==> images/placement_by_type.png <==
Fill, decap, tap and diode cells in gray.
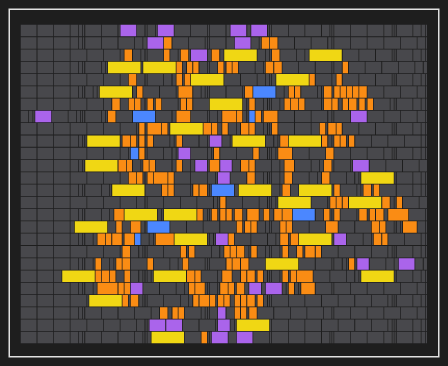
==> images/flops_by_reg.png <==
Other sequential cells in the stronger gray, the rest of the logic in the fainter gray.
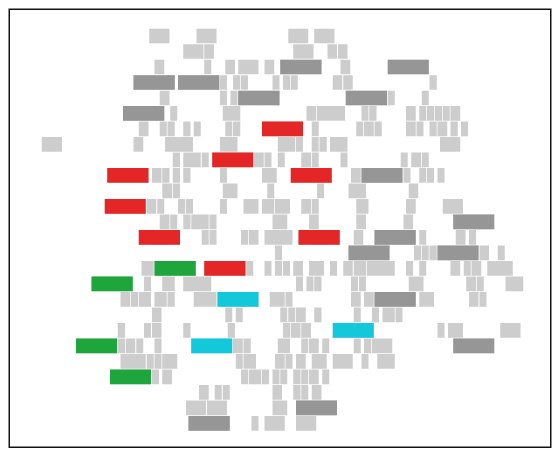
==> images/metal_density.png <==
The bar under the picture is 20 µm long. The die is cut into 19 by 15 equal tiles; black is low, pale yellow is high, scaled to the fullest tile. Values are wire area over tile area, all layers added.
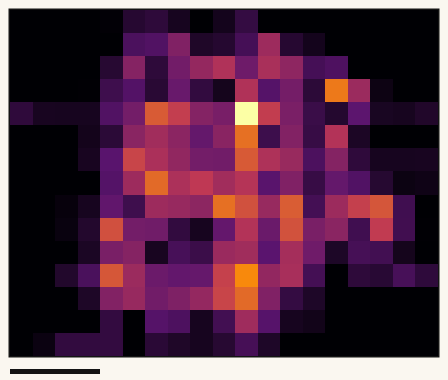
==> images/placement.png <==
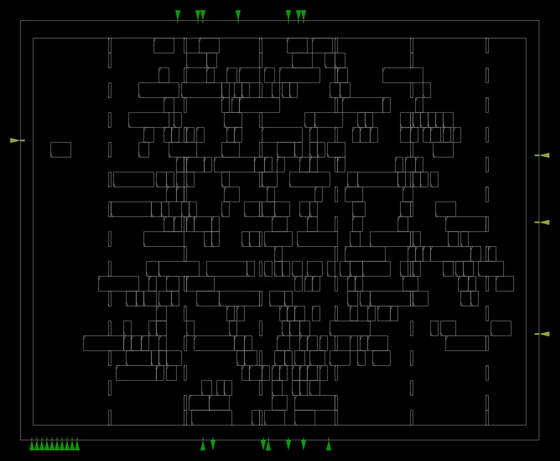
==> config.mk <==
export PLATFORM = sky130hd
export DESIGN_NAME = coreuart_tx_async
export DESIGN_NICKNAME = d
export VERILOG_FILES = /design/src/rtl/coreuart_tx_async_pkg.sv /design/src/rtl/coreuart_tx_async.sv
export SDC_FILE = /design/constraint.sdc
export NUM_CORES = 1
export LEC_CHECK = 0
export ABC_AREA = 1
export CAP_MARGIN = 10
export CORE_ASPECT_RATIO = 0.8
export CORE_MARGIN = 2
export CORE_UTILIZATION = 25
export CTS_CLUSTER_DIAMETER = 150
export DETAILED_ROUTE_END_ITERATION = 6
export HOLD_SLACK_MARGIN = 0.05
export PLACE_DENSITY_LB_ADDON = 0.2
export SETUP_SLACK_MARGIN = 0.15
export SLEW_MARGIN = 10
export SYNTH_ARGS = -nofsm -noshare
export SYNTH_HDL_FRONTEND = slang
export SYNTH_SLANG_ARGS = --single-unit
==> constraint.sdc <==
create_clock -name clk -period 1.9 [get_ports clk]
set_input_delay 0.38 -clock clk [delete_from_list [all_inputs] [get_ports clk]]
set_output_delay 0.38 -clock clk [all_outputs]
set_load 0.02 [all_outputs]
==> qor.csv <==
metric,value,unit
status,completed,
final-nonclk-buf-share,12.2,%
cts_num_sinks,31,
cts_tree,yes,
cp.required,1520,ps
ir_drop,0.200,mV
lay_top_cells,"66 x nand2_1, 36 x nor2_1, 31 x dfxtp_1",
critPathArrivalTime,1240,ps
finalNetCount,305,
power,1.50,mW
final_common_cell,nand2_1,
hold_viol,0,
edf_count,0,
numCtsBuffers,5,
comb_power_share,18.6,%
clockBufferDepth,2,
cp.depth,1,
holdPathStages,2,
p_int,1.07,mW
yosys.area_share.aoi,15.3,%
crit_family,buffers and inverters,
sh_comb_area,43.5,%
ant_nets,0,
dp.cells,356,
switching_share,29.1,%
synth_area_per_cell,6.60,µm²
io_pins,28,
yosys-stat-area,1650,µm²
initial_core_util,25.9,%
synth_top_area_share,37.6,%
antenna_found_initial,0,
io_buffer_count,17,
power_density,737,nW/µm²
max_freq,619,MHz
finalCritPeriodShare,85.0,%
drt_first_iter_violations,58,
grt_max_degree,20,
reg2reg_slack,450,ps
crit_type,reg2out,
largest_area_cell,dfxtp_1,
cts-root-buf,clkbuf_8,
powerComb,0.280,mW
routed_via_density,4.19,
max_stage_delay,610,ps
clockNetworkAreaShare,3.99,%
wl_met1,2010,µm
reg2reg_depth,9,
common_cells,"66 x nand2_1, 36 x nor2_1, 31 x dfxtp_1",
n_clock_buffer,7,
chipArea,7270,µm²
log.warning_count,35,
first_pass_iters,4,
rsz0062_at_grt,false,
numSynthFlops,31,
ys_warn_count,0,
synth_cell_types,27,
skew,5.99,ps
tns,0,ps
crit_path_max_fanout,3,
highest_layer,met4,
critPathBufInv,1,
die_h,76.6,µm
ys_sh_simple,35.1,%
ys.flop_type,dfxtp_1,
use_met1,15.4,%
## Picture notes: placement_by_type.png
color	class	cells
yellow	sequential cells	31
blue	clock drivers and dummy loads	8
purple	remaining buffers and delay cells	28
orange	combinational and other logic	213
num rows: 26
Core Footprint: 6380 µm²
fin util: 32.0%
cell area after layout: 2040 µm²
fraction of area in registers: 30.4%

## Picture notes: flops_by_reg.png
color	signal	placed flops
red	`shift_r`	8
cyan	`state_r`	3
green	`tick_cnt_r`	4
not colored	16
register area: 621 µm²
sequential group power: 0.717 mW

## Picture notes: metal_density.png
nearly empty tiles	32%
fullest tile	0.42
tiles over half the peak	8.1%
densest ninth of the die	center
mean over tiles	0.078
GRT Overall Usage: 11.3%
DR vias: 1524
WL per Instance: 10.0 µm
WL final: 3650 µm

## Picture notes: placement.png
flop count: 31
Tapcell Cnt: 84
fill cell count: 724

No activity file was given, so power comes from the tool's default toggle rates.
